### Gate families picked out

Drawn at 3 px/um.
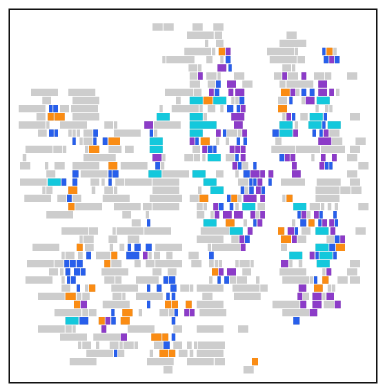
### Wiring by layer

Drawn at 2 px/um. Only two layers are drawn.
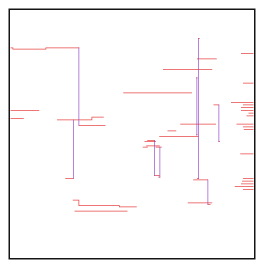
### Pin placement

Drawn at 3 px/um. Pins as bars across the die edge, other pins in grey.
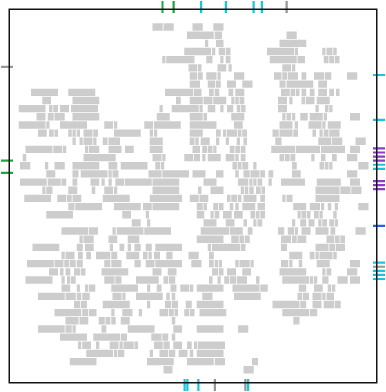
===== src/rtl/bcd_counter_display.sv =====
// Multi-digit BCD up/down counter with a clock-enable prescaler and a
// time-multiplexed 7-segment scanner (shared active-low segment bus plus
// one active-low anode per digit). There is no derived clock; everything
// runs on clk.

// One BCD digit: its state, its carry/borrow link, its leading-zero link
// and its own segment pattern. The top keeps one of these per digit.
module bcd_digit #(
  parameter bit LSD      = 1'b0,  // least significant digit, never blanked
  parameter bit BLANK_LZ = 1'b1
) (
  input  logic       clk,
  input  logic       rst,
  input  logic       clr,       // synchronous clear, beats any step
  input  logic       up,        // 1 = increment, 0 = decrement
  input  logic       cin,       // step request (carry/borrow from below)
  input  logic       nz_above,  // some more significant digit is non-zero
  output logic [3:0] dig,
  output logic       cout,      // step request for the next digit up
  output logic       nz_out,    // this digit or any above it is non-zero
  output logic [6:0] seg        // active-low g..a, already blanked
);

  logic [3:0] dig_q, dig_d;
  logic       at_lim;

  // Next digit value: clear first, otherwise step with wrap at 9/0.
  always_comb begin
    at_lim = up ? (dig_q == 4'd9) : (dig_q == 4'd0);
    cout   = cin & at_lim;
    dig_d  = dig_q;
    if (clr) begin
      dig_d = 4'd0;
    end else if (cin) begin
      if (up) dig_d = at_lim ? 4'd0 : dig_q + 4'd1;
      else    dig_d = at_lim ? 4'd9 : dig_q - 4'd1;
    end
  end

  // Digit register.
  always_ff @(posedge clk or posedge rst) begin
    if (rst) dig_q <= 4'd0;
    else     dig_q <= dig_d;
  end

  assign dig    = dig_q;
  assign nz_out = nz_above | (dig_q != 4'd0);

  // Segment decode, with leading-zero blanking on the upper digits.
  always_comb begin
    case (dig_q)
      4'd0:    seg = 7'b1000000;
      4'd1:    seg = 7'b1111001;
      4'd2:    seg = 7'b0100100;
      4'd3:    seg = 7'b0110000;
      4'd4:    seg = 7'b0011001;
      4'd5:    seg = 7'b0010010;
      4'd6:    seg = 7'b0000010;
      4'd7:    seg = 7'b1111000;
      4'd8:    seg = 7'b0000000;
      4'd9:    seg = 7'b0010000;
      default: seg = 7'b1111111;
    endcase
    if (BLANK_LZ && !LSD && !nz_out) seg = 7'b1111111;
  end

endmodule

module bcd_counter_display #(
  parameter int DIGITS   = 4,
  parameter int PRESCALE = 50000000,
  parameter int REFRESH  = 100000,
  parameter bit BLANK_LZ = 1'b1
) (
  input  logic                  clk,
  input  logic                  rst,
  input  logic                  enable,
  input  logic                  upDown,
  input  logic                  clear,
  output logic [4*DIGITS-1:0]   count,
  output logic                  tick,
  output logic [6:0]            seg7,
  output logic [DIGITS-1:0]     an
);

  localparam int PW = (PRESCALE > 1) ? $clog2(PRESCALE) : 1;
  localparam int RW = (REFRESH  > 1) ? $clog2(REFRESH)  : 1;
  localparam int IW = (DIGITS   > 1) ? $clog2(DIGITS)   : 1;

  logic [PW-1:0] pre_q, pre_d;
  logic          tick_q, tick_d;
  logic [RW-1:0] ref_q, ref_d;
  logic [IW-1:0] idx_q, idx_d;

  logic [DIGITS:0]             cy;     // cy[i] = step request into digit i
  logic [DIGITS:0]             nz;     // nz[i] = digit i or above non-zero
  logic [DIGITS-1:0][3:0]      digs;
  logic [DIGITS-1:0][6:0]      segs;
  logic [DIGITS-1:0]           an_sel;

  // Prescaler wraps at PRESCALE-1; tick is registered so it is low during
  // reset and is high exactly while the prescaler sits at its last value.
  always_comb begin
    pre_d  = (pre_q == PW'(PRESCALE - 1)) ? '0 : pre_q + PW'(1);
    tick_d = (pre_d == PW'(PRESCALE - 1));
  end

  // Scan timing: hold each digit REFRESH cycles, then move to the next.
  always_comb begin
    ref_d = ref_q;
    idx_d = idx_q;
    if (ref_q == RW'(REFRESH - 1)) begin
      ref_d = '0;
      idx_d = (idx_q == IW'(DIGITS - 1)) ? '0 : idx_q + IW'(1);
    end else begin
      ref_d = ref_q + RW'(1);
    end
  end

  // Prescaler and scanner state; neither is touched by clear or enable.
  always_ff @(posedge clk or posedge rst) begin
    if (rst) begin
      pre_q  <= '0;
      tick_q <= 1'b0;
      ref_q  <= '0;
      idx_q  <= '0;
    end else begin
      pre_q  <= pre_d;
      tick_q <= tick_d;
      ref_q  <= ref_d;
      idx_q  <= idx_d;
    end
  end

  assign cy[0]      = tick_q & enable;
  assign nz[DIGITS] = 1'b0;

  for (genvar i = 0; i < DIGITS; i++) begin : g_dig
    bcd_digit #(
      .LSD      (i == 0),
      .BLANK_LZ (BLANK_LZ)
    ) u_dig (
      .clk      (clk),
      .rst      (rst),
      .clr      (clear),
      .up       (upDown),
      .cin      (cy[i]),
      .nz_above (nz[i+1]),
      .dig      (digs[i]),
      .cout     (cy[i+1]),
      .nz_out   (nz[i]),
      .seg      (segs[i])
    );
  end

  // Final carry out and the whole-number non-zero flag have no consumer.
  logic unused_chain;
  assign unused_chain = cy[DIGITS] | nz[0];

  // One-hot active-low anode for the selected digit.
  always_comb begin
    an_sel        = '1;
    an_sel[idx_q] = 1'b0;
  end

  assign count = digs;
  assign tick  = tick_q;
  assign an    = an_sel;
  assign seg7  = segs[idx_q];

endmodule


===== config.mk =====
export PLATFORM = sky130hd
export DESIGN_NAME = bcd_counter_display
export DESIGN_NICKNAME = d
export VERILOG_FILES = /design/src/rtl/bcd_counter_display.sv
export SDC_FILE = /design/constraint.sdc
export NUM_CORES = 1
export LEC_CHECK = 0
export CAP_MARGIN = 5
export CORE_AREA = 2 2 120 122
export DETAILED_ROUTE_END_ITERATION = 10
export DIE_AREA = 0 0 122 124
export HOLD_SLACK_MARGIN = 0.15
export PLACE_DENSITY = 0.5
export SYNTH_ARGS = -nofsm -noshare
export SYNTH_HDL_FRONTEND = slang
export SYNTH_HIERARCHICAL = 1
export SYNTH_SLANG_ARGS = --single-unit

===== constraint.sdc =====
create_clock -name clk -period 3.7 [get_ports clk]
set_input_delay 0.555 -clock clk [delete_from_list [all_inputs] [get_ports clk]]
set_output_delay 0.555 -clock clk [all_outputs]
set_load 0.005 [all_outputs]

==> CHANGELOG.md <==
## Implementation

* Status: completed
* Reg2Reg Setup Slack at 0.75 ns
* Routed wire length on met2 at roughly 5.4 mm
* Cell Count Post-Placement at roughly 740
* Clock buffers and inverters, area share at 5.73%
* Pin count of the biggest net entering global routing at ~47
* End of the worst hold path: ref_q[4]$_DFF_PP0_
* Critical Path End: seg7[3]
* Hold/Removal Path Class: flop to flop
* Summed negative setup slack over all endpoints at 0 ns
* Sequential Power at between 0.0007 and 0.0008 W
* Cell depth of the worst min-delay path at 1
* Signed area change from the synthesized netlist to the final layout at 17.7%
* Top Family by Delay on Critical Path: buffers and inverters
* Final setup skew at ~0.0074 ns
* Headroom to the max-slew limit at roughly 35%
* Latest clock arrival within the worst-skew pair at 0.33 ns
* Peak ir drop on the vdd network at approximately 0.27 mV
* CTS root buffer: sky130_fd_sc_hd__clkbuf_16
* Smallest hold slack at about 0.48 ns
* Num CTS Buffers at 9
* Synthesized area at ~0.0047 mm^2
* Clock period minus worst slack at ~3.5 ns
* Met1 track utilization from global routing at roughly 20%
* Maximum level of the CTS H-tree at 3
* CLK BUF at 12
* CP max-delay cell: sky130_fd_sc_hd__dfrtp_2
* Worst slack after detailed placement at 0.360 ns
* Non-Clock Buffer Area Fraction at under 10%
* Remaining Overflow, GRT at 0
* Synthesized area per cell at roughly 8.6 um^2
* Sequential cells at around 62
* Top-level I/O count at 33
* Net switching power at ~0.00064 W
* Met3 capacity usage during global routing at 3.39%
* Area enclosed by the die boundary at approximately 0.015 mm^2
* Post-route worst setup slack at between 0.15 and 0.2 ns
* Via count of the routed design at approximately 3.9k
* Clk sink count at 62
* WL met1 at between 5 and 6 mm
* CP Launch Type: flop
* Leakage power of the design at 2.38 nW
* Layer carrying the most global-route usage: met2
* Vertical die size at 124 um
* Cells traversed along the worst timing path: inv_1, ha_1, nor2b_1, nand2_1, nand2b_1, nor2_1, o22ai_2, o21ai_0, mux4_2, clkdlybuf4s50_1
* Count of non-CTS buffers in the layout at 40
* Worst Setup End Kind: output port
* Final-stage net count at 608
* Data required time of the worst path at about 3.1 ns
* Internal power component at between 0.0015 and 0.002 W
* Maximum clock frequency at roughly 290 MHz
* Max reg flops at 26
* Final instance area at 0.00552 mm^2
* Crit share post-route at 94.7%
* Number of warnings the tools reported at around 45
* First drt pass iteration count at 4
* Final cell utilization of the core at 40.3%
* Placed wire-length estimate after detailed placement at slightly above 8 mm
* Fraction of final layout cells sized beyond drive strength 1 at 10.2%
* Warning count from the yosys run at 6
* Number of setup violations in the final report at 0
* Critical path start-end classification: flop to output port
* Filler-free cell count of the finished design at 758
* Overall global routing resource usage at between 10% and 20%
* TritonCTS clock tree: built
* Placer congestion estimate at ~0.85
* Share of cell area taken by flip-flops and latches at between 20% and 30%
* Register-to-Register Path Depth at 11
* Met2 Track Usage GR at about a quarter
* Ant diodes at 0
* Quantity of hold-fixing buffers added after cts at 0
* Setup repair after global routing missed its margin: no
* Number of buffer and inverter stages on the critical path at 2
* Final antenna-violating net count at 0
* Global-route wire length before repair at 19.2 mm
* CP Max Fanout at 10
* Area of the core at ~0.014 mm^2
* Data arrival, critical path at ~3.0 ns
* Num tapcells at 180
* Leading cell kind: multi-input combinational cells
* Clock-pin slew on the worst setup and hold paths at ~0.05 ns
* Final-report max-slew violation count at 0
* HP Start: ref_q[4]$_DFF_PP0_
* DRC viols at 0
* Delay of the slowest cell on the worst path at approximately 0.47 ns
* Deepest clock path buffer count at 2
* # fillers at about 1.4k
* Most instantiated logic cells after routing: 58 x sky130_fd_sc_hd__dfrtp_1, 57 x sky130_fd_sc_hd__nor2_1, 57 x sky130_fd_sc_hd__nand2_1
* Met3 WL at around 410 um
* Count of inverters other than clock inverters in the layout at 33
* Combinational share of cell area at between 50% and 60%
* Levels on crit path at 10
* Vias per inst at about 5.2
* Final number of hold-violating endpoints at 0
* Wire length after detailed routing at approximately 11 mm
* Multi-In Gates at 427
* Multi-input combinational cell area at just under 0.003 mm^2
* Logic pwr share at between 20% and 30%
* Vias in the first global route at between 3k and 4k
* Transition time of the tightest slew-check pin at 0.967 ns
* Power density cells at between 300 and 400 mW/mm^2
* Area used by sequential logic in the layout at 0.00156 mm^2
* Most common logic cell in the routed design: sky130_fd_sc_hd__dfrtp_1
* Portion of total power attributed to the clock network at roughly two fifths
* Startpoint of the most critical setup path: g_dig[2].u_dig/dig[0]$_DFFE_PP0P_
* Standard-cell rows at between 40 and 50
* Most flop-heavy register: pre_q
* Destination of the worst register-to-register timing path: g_dig[3].u_dig/dig[3]$_DFFE_PP0P_
* Placed cell area at between 0.005 and 0.006 mm^2
* Power dissipated in combinational cells at around 0.00052 W
* Chip width at 122 um
* Average wire per cell in the routed design at ~15 um
* Antenna violations before repair at 0
* Synthesized netlist cell count at around 540
* Floorplan Utilization at between 30% and 40%
* DR top layer: met4
* Max Cap Viol at 0
* Switch share at a little under 30%
* Tally of buffers added on design ports at 32
* Sum of internal, switching and leakage power at roughly 0.0022 W
* Post-CTS setup buffer count at 0
* Clock group power at 0.000895 W
* Cts repair resizes at 0
-- 'Gate families picked out' (at the start) --
- AND and OR gates: orange (cells 41; most used and3_1; where widely spread)
- inverting AOI/OAI gates: purple (cells 85; most used o21ai_0)
- adder and majority cells: cyan (cells 30; most used ha_1)
- NAND gates: blue (cells 107; most used nand2_1)

-- 'Wiring by layer' (at the start) --
- met3: red (wire length 414 um)
- met4: purple (wire length 230 um)

-- 'Pin placement' (at the start) --
- count: cyan (pins 16; direction output; edge 8 right, 4 bottom, 4 top)
- upDown: blue (pins 1; direction input; edge right)
- an: green (pins 4; direction output; edge 2 top, 2 left)
- seg7: purple (pins 7; direction output; edge right)
- all pins by edge: 17 right, 7 top, 6 bottom, 3 left

Power figures rest on the tool's default switching activity, not on a simulated workload.
